<file path="src/rtl/regfile_mp_sb_if.sv">
`default_nettype none
// ---------------------------------------------------------------------------
// regfile_mp_sb_if : read / issue / write-back bundle for regfile_mp_sb
// Rev 1.0
// ---------------------------------------------------------------------------
interface regfile_mp_sb_if #(
  parameter int XLEN = 32,
  parameter int NREG = 32,
  parameter int NRP  = 2,
  parameter int NWP  = 2
);
  localparam int AW = $clog2(NREG);

  logic [NRP-1:0]      rs_re;
  logic [NRP*AW-1:0]   rs_addr;
  logic [NRP*XLEN-1:0] rs_data;
  logic [NRP-1:0]      rs_busy;
  logic                iss_valid;
  logic [AW-1:0]       iss_addr;
  logic                iss_ready;
  logic [NWP-1:0]      wb_we;
  logic [NWP*AW-1:0]   wb_addr;
  logic [NWP*XLEN-1:0] wb_data;
  logic                flush;

  modport master (
    output rs_re, rs_addr, iss_valid, iss_addr, wb_we, wb_addr, wb_data, flush,
    input  rs_data, rs_busy, iss_ready
  );

  modport slave (
    input  rs_re, rs_addr, iss_valid, iss_addr, wb_we, wb_addr, wb_data, flush,
    output rs_data, rs_busy, iss_ready
  );
endinterface
`default_nettype wire

</file>
<file path="src/rtl/regfile_mp_sb.sv">
`default_nettype none
// ---------------------------------------------------------------------------
// regfile_mp_sb : multi-port register file, write-back forwarding, scoreboard
// Rev 1.0
// ---------------------------------------------------------------------------
module regfile_mp_sb #(
  parameter int XLEN    = 32,
  parameter int NREG    = 32,
  parameter int NRP     = 2,
  parameter int NWP     = 2,
  parameter int CNTW    = 2,
  parameter int RD_REG  = 0,
  parameter int ZERO_R0 = 1
) (
  input  logic            clk,
  input  logic            rst,
  regfile_mp_sb_if.slave  bus
);
  localparam int AW = $clog2(NREG);
  localparam int HW = $clog2(NWP + 1);
  localparam int CW = ((CNTW > HW) ? CNTW : HW) + 1;
  localparam logic [CNTW-1:0] C_CNT_MAX = {CNTW{1'b1}};

  logic [XLEN-1:0] r_mem [NREG];
  logic [CNTW-1:0] r_cnt [NREG];

  logic [XLEN-1:0] w_rd_data [NRP];
  logic [HW-1:0]   w_rd_hits [NRP];
  logic [NRP-1:0]  w_rd_busy;
  logic [HW-1:0]   w_sb_hits [NREG];
  logic [CW-1:0]   w_sb_dec  [NREG];
  logic [NREG-1:0] w_sb_inc;
  logic [CNTW-1:0] w_cnt_nxt [NREG];
  logic            w_iss_ready;

  // Ready looks only at the current count, so a retiring write cannot lift a stall.
  assign w_iss_ready   = !rst && (r_cnt[bus.iss_addr] != C_CNT_MAX);
  assign bus.iss_ready = w_iss_ready;

  always_comb begin
    w_rd_data = '{default: '0};
    w_rd_hits = '{default: '0};
    w_rd_busy = '0;
    for (int i = 0; i < NRP; i++) begin
      w_rd_data[i] = r_mem[bus.rs_addr[i*AW +: AW]];
      // Ascending scan: the highest-numbered matching write port overrides.
      for (int k = 0; k < NWP; k++) begin
        if (bus.wb_we[k] && (bus.wb_addr[k*AW +: AW] == bus.rs_addr[i*AW +: AW])) begin
          w_rd_data[i] = bus.wb_data[k*XLEN +: XLEN];
          w_rd_hits[i] = w_rd_hits[i] + HW'(1);
        end
      end
      if (!bus.rs_re[i] || ((ZERO_R0 != 0) && (bus.rs_addr[i*AW +: AW] == '0))) begin
        w_rd_data[i] = '0;
      end
      w_rd_busy[i] = bus.rs_re[i] &&
                     (CW'(r_cnt[bus.rs_addr[i*AW +: AW]]) > CW'(w_rd_hits[i]));
    end
  end

  always_comb begin
    w_sb_hits = '{default: '0};
    w_sb_dec  = '{default: '0};
    w_sb_inc  = '0;
    w_cnt_nxt = '{default: '0};
    for (int r = 0; r < NREG; r++) begin
      for (int k = 0; k < NWP; k++) begin
        if (bus.wb_we[k] && (bus.wb_addr[k*AW +: AW] == AW'(r))) begin
          w_sb_hits[r] = w_sb_hits[r] + HW'(1);
        end
      end
      // Surplus writes beyond the pending count are plain writes, not retirements.
      w_sb_dec[r] = (CW'(w_sb_hits[r]) > CW'(r_cnt[r])) ? CW'(r_cnt[r]) : CW'(w_sb_hits[r]);
      w_sb_inc[r] = bus.iss_valid && w_iss_ready && (bus.iss_addr == AW'(r));
      w_cnt_nxt[r] = CNTW'(CW'(r_cnt[r]) + CW'(w_sb_inc[r]) - w_sb_dec[r]);
    end
  end

  always_ff @(posedge clk) begin
    if (rst) begin
      for (int r = 0; r < NREG; r++) begin
        r_mem[r] <= '0;
        r_cnt[r] <= '0;
      end
    end else begin
      for (int k = 0; k < NWP; k++) begin
        if (bus.wb_we[k] && !((ZERO_R0 != 0) && (bus.wb_addr[k*AW +: AW] == '0))) begin
          r_mem[bus.wb_addr[k*AW +: AW]] <= bus.wb_data[k*XLEN +: XLEN];
        end
      end
      for (int r = 0; r < NREG; r++) begin
        if (bus.flush || ((ZERO_R0 != 0) && (r == 0))) begin
          r_cnt[r] <= '0;
        end else begin
          r_cnt[r] <= w_cnt_nxt[r];
        end
      end
    end
  end

  if (RD_REG != 0) begin : g_rd_reg
    logic [XLEN-1:0] r_rd_data [NRP];
    logic [NRP-1:0]  r_rd_busy;

    always_ff @(posedge clk) begin
      if (rst) begin
        r_rd_data <= '{default: '0};
        r_rd_busy <= '0;
      end else begin
        r_rd_data <= w_rd_data;
        r_rd_busy <= w_rd_busy;
      end
    end

    always_comb begin
      bus.rs_data = '0;
      for (int i = 0; i < NRP; i++) begin
        bus.rs_data[i*XLEN +: XLEN] = rst ? '0 : r_rd_data[i];
      end
      bus.rs_busy = rst ? '0 : r_rd_busy;
    end
  end else begin : g_rd_comb
    always_comb begin
      bus.rs_data = '0;
      for (int i = 0; i < NRP; i++) begin
        bus.rs_data[i*XLEN +: XLEN] = rst ? '0 : w_rd_data[i];
      end
      bus.rs_busy = rst ? '0 : w_rd_busy;
    end
  end
endmodule
`default_nettype wire

</file>
<file path="src/flat_wrapper.sv">
// flat-port wrapper written by rule: the top's interface ports become plain ports
module regfile_mp_sb_flat 
#(
  parameter int XLEN    = 32,
  parameter int NREG    = 32,
  parameter int NRP     = 2,
  parameter int NWP     = 2,
  parameter int CNTW    = 2,
  parameter int RD_REG  = 0,
  parameter int ZERO_R0 = 1
)
  (clk, rst, bus_rs_re, bus_rs_addr, bus_iss_valid, bus_iss_addr, bus_wb_we, bus_wb_addr, bus_wb_data, bus_flush, bus_rs_data, bus_rs_busy, bus_iss_ready);
  regfile_mp_sb_if #(.XLEN(XLEN), .NREG(NREG), .NRP(NRP), .NWP(NWP)) bus_i ();
  input  logic clk;
  input  logic rst;
  input wire logic [$bits(bus_i.rs_re)-1:0] bus_rs_re;
  input wire logic [$bits(bus_i.rs_addr)-1:0] bus_rs_addr;
  input wire logic [$bits(bus_i.iss_valid)-1:0] bus_iss_valid;
  input wire logic [$bits(bus_i.iss_addr)-1:0] bus_iss_addr;
  input wire logic [$bits(bus_i.wb_we)-1:0] bus_wb_we;
  input wire logic [$bits(bus_i.wb_addr)-1:0] bus_wb_addr;
  input wire logic [$bits(bus_i.wb_data)-1:0] bus_wb_data;
  input wire logic [$bits(bus_i.flush)-1:0] bus_flush;
  output wire logic [$bits(bus_i.rs_data)-1:0] bus_rs_data;
  output wire logic [$bits(bus_i.rs_busy)-1:0] bus_rs_busy;
  output wire logic [$bits(bus_i.iss_ready)-1:0] bus_iss_ready;
  assign bus_i.rs_re = bus_rs_re;
  assign bus_i.rs_addr = bus_rs_addr;
  assign bus_i.iss_valid = bus_iss_valid;
  assign bus_i.iss_addr = bus_iss_addr;
  assign bus_i.wb_we = bus_wb_we;
  assign bus_i.wb_addr = bus_wb_addr;
  assign bus_i.wb_data = bus_wb_data;
  assign bus_i.flush = bus_flush;
  assign bus_rs_data = bus_i.rs_data;
  assign bus_rs_busy = bus_i.rs_busy;
  assign bus_iss_ready = bus_i.iss_ready;
  regfile_mp_sb #(.XLEN(XLEN), .NREG(NREG), .NRP(NRP), .NWP(NWP), .CNTW(CNTW), .RD_REG(RD_REG), .ZERO_R0(ZERO_R0)) u_core (.clk(clk), .rst(rst), .bus(bus_i));
endmodule
</file>
<file path="config.mk">
export PLATFORM = sky130hd
export DESIGN_NAME = regfile_mp_sb_flat
export DESIGN_NICKNAME = d
export VERILOG_FILES = /design/src/rtl/regfile_mp_sb_if.sv /design/src/rtl/regfile_mp_sb.sv /design/src/flat_wrapper.sv
export SDC_FILE = /design/constraint.sdc
export NUM_CORES = 2
export LEC_CHECK = 0
export CAP_MARGIN = 30
export CORE_ASPECT_RATIO = 0.75
export CORE_MARGIN = 4
export CORE_UTILIZATION = 55
export DETAILED_ROUTE_END_ITERATION = 12
export PLACE_DENSITY = 0.75
export SYNTH_ARGS = -nofsm -noshare
export SYNTH_HDL_FRONTEND = slang
export SYNTH_SLANG_ARGS = --single-unit
export TNS_END_PERCENT = 1
</file>
<file path="constraint.sdc">
create_clock -name clk -period 3.9 [get_ports clk]
set_input_delay 0.78 -clock clk [delete_from_list [all_inputs] [get_ports clk]]
set_output_delay 0.78 -clock clk [all_outputs]
set_load 0.02 [all_outputs]
</file>
==> images/util_map.png <==
Scale bar: 100 um. The die is cut into 21 by 16 equal tiles; black is low, pale yellow is high, 0 to 100% covered.
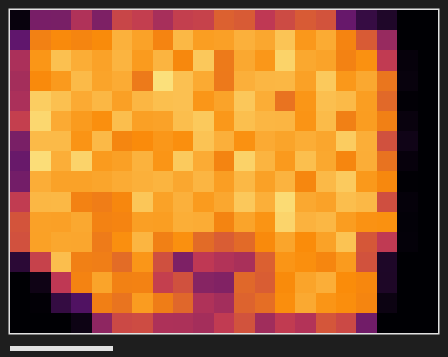
nearly empty tiles: 11%
mean over tiles: 62%
tiles over 75% full: 50%
fullest tile: 93%
Core Footprint: 122000 um2
utilization after layout: 0.671
floorplan utilization: 0.555

==> images/congestion_map.png <==
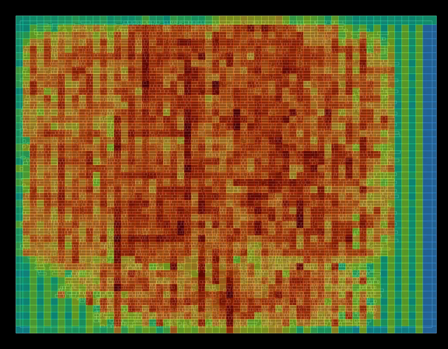
Tot GR Track Use: 0.407
met2 routing resource usage after global routing: 0.566
GR Util met3: 0.205

==> images/route_heat.png <==
Scale bar: 100 um. The die is cut into 21 by 16 equal tiles; black is low, pale yellow is high, scaled to the fullest tile. Values are wire area over tile area, all layers added.
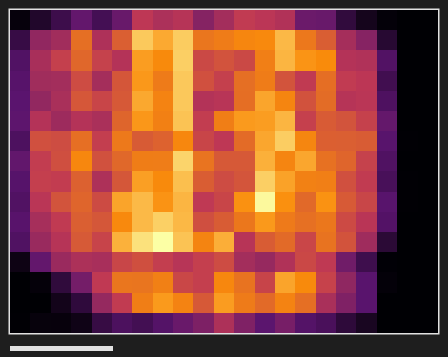
densest ninth of the die: middle
mean over tiles: 0.39
emptiest ninth of the die: bottom right
total number of vias: 55399
WL final: 269000 um
Avg WL per Cell: 37.3 um

==> images/m2.png <==
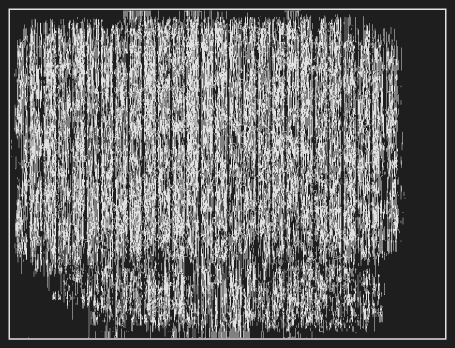
main direction: vertical
longest straight run: 99.6 um
wire length on this layer: 112 mm
share of all routed wire: 42%
nets with wire on the layer: 4981

==> images/m1.png <==
Scale bar: 100 um.
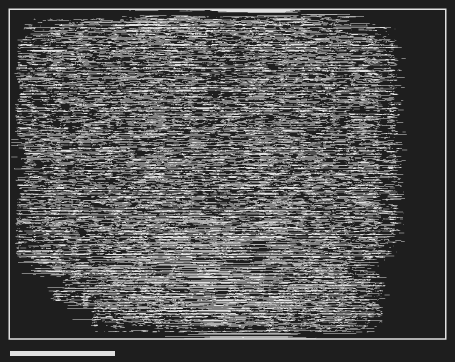
main direction: horizontal
nets with wire on the layer: 5460

==> metrics.log <==
[report] extracting results
INFO  metric critical_path_peak_fanout = 2
INFO  metric layout-area-overhead-vs-synth = 20.9%
INFO  metric post-synth-top-area-fraction = 0.480
INFO  metric reg2reg_from = u_core.r_cnt[7][0]
INFO  metric outcome = finished with violations
INFO  metric post-place-cells = between 6000 and 7000
INFO  metric fillCellCount = approximately 8200
INFO  metric total_power = slightly above 30 mW
INFO  metric yosys.area_share.xor_xnor = 0.0106
INFO  metric dr_wl_met3 = roughly 54000 um
INFO  metric clock-skew-final = between 0.03 and 0.04 ns
INFO  metric top_cells_by_count = 1086 x sky130_fd_sc_hd__edfxtp_1, 964 x sky130_fd_sc_hd__a22o_1, 532 x sky130_fd_sc_hd__mux4_2
INFO  metric post_synth_mux_area_share = 0.189
INFO  metric grtUsageMet1 = 0.543
INFO  metric ys_area = about 68000 um2
INFO  metric clk-insertion-delay-late = 0.77 ns
INFO  metric holdPathEnd = u_core.r_cnt[22][0]
INFO  metric layout_worst_path_cycle_share = 1.08
INFO  metric first_global_vias = between 50000 and 60000
INFO  metric finish.net_count = 5767
INFO  metric cts-buffers-inserted = 109
INFO  metric wl_met1 = a little under 90000 um
INFO  metric setup_repair_after_global_routing_missed_its_margin = yes
INFO  metric edf_count = between 1000 and 1500
INFO  metric first_iter_violations = between 10000 and 15000
INFO  metric port-buffer-count = approximately 160
INFO  metric flip_flop_count_of_the_largest_register_all_copies_and_words_added = 1024
INFO  metric synthTopCellsByArea = sky130_fd_sc_hd__edfxtp_1 48%, sky130_fd_sc_hd__mux4_2 18%, sky130_fd_sc_hd__a22o_1 12%, sky130_fd_sc_hd__ha_1 3.5%, sky130_fd_sc_hd__clkbuf_1 2.7%
INFO  metric power.share.clock = 0.356
INFO  metric layout_min_cycle_time = approximately 4.2 ns
INFO  metric avgSynthCellArea = between 10 and 15 um2
INFO  metric timing.final.ws_setup = -0.300 ns
INFO  metric critical-path-max-stage-delay = 0.50 ns
INFO  metric comb_cell_power = 5.57 mW
INFO  metric cp.buffers_inverters = 2
INFO  metric die_w = ~410 um
INFO  metric failed_checks = setup timing
INFO  metric dp_slack = -1.08 ns
INFO  metric maxPowerGroup = sequential cells
INFO  metric top_signal_layer_used = met5
INFO  metric non_clock_buffer_count = 960
INFO  metric synth.cellmix.compoundShare = 0.182
INFO  metric postRouteAntennaNets = 0
INFO  metric worst_margin_slew = 0.974 ns
INFO  metric htree_num_levels = 3
INFO  metric timing.reg2reg.setup_slack = ~0.080 ns
INFO  metric hold_ws = around 0.82 ns
INFO  metric buf_share = 0.115
INFO  metric flops = around 1100
INFO  metric cell_area_after_layout = about 82000 um2
INFO  metric combAreaFraction = 0.412
INFO  metric seq-power = between 10 and 15 mW
INFO  metric gp_congestion = between 1 and 1.5
INFO  metric max_freq = approximately 0.24 GHz
INFO  metric async_reset_ff_frac = 0
INFO  metric setup_viol = 38
INFO  metric sequential_cell_area = approximately 33000 um2
INFO  metric cts_num_sinks = roughly 1100
INFO  metric hold_buffers = 0
INFO  metric num_io_pins = between 150 and 200
INFO  metric synth.logic.top_family = multiplexers
INFO  metric hold-path-cell-count = 3
INFO  metric critical_path_cell_sequence = buf_4 -> mux4_2 -> mux4_2 -> mux2_4 -> ha_4 -> a21oi_2 -> a2111oi_4 -> buf_4
INFO  metric power.density = between 300 and 400 nW/um2
INFO  metric synth_instances = a little over 5000
INFO  metric cts_setup_buffers = 2
INFO  metric clock_tree.buffer_depth = 3
INFO  metric place_area = slightly below 80000 um2
INFO  metric max_flop_register = u_core.r_mem
INFO  metric setup.worst_path.end_class = primary output
INFO  metric dieArea = approximately 130000 um2
INFO  metric setup_total_negative_slack = -2.75 ns
INFO  metric detail_route.vias_per_cell = about 7.7
INFO  metric adder_share = 0.0354
INFO  metric top_area_cell = sky130_fd_sc_hd__edfxtp_1
INFO  metric synth_seq_share = 0.480
INFO  metric tap_cells = 1638
INFO  metric netlist.top_cell.by_instances = sky130_fd_sc_hd__edfxtp_1
INFO  metric worst_r2r_path_depth = 16
INFO  metric worst_setup_hold_path_clk_slew = roughly 0.07 ns
INFO  metric cts.root.buffer_cell = sky130_fd_sc_hd__clkbuf_16
INFO  metric worst_path_depth = 8
INFO  metric grt_pass1_wl = ~380000 um
INFO  metric path_delay_family = multiplexers
INFO  metric area.share.sequential = 0.397
INFO  metric die.size.y = between 300 and 400 um
INFO  metric pg_clk = 10.8 mW
INFO  metric yosys_register_bits = between 1000 and 1500
No activity file was given, so power comes from the tool's default toggle rates.
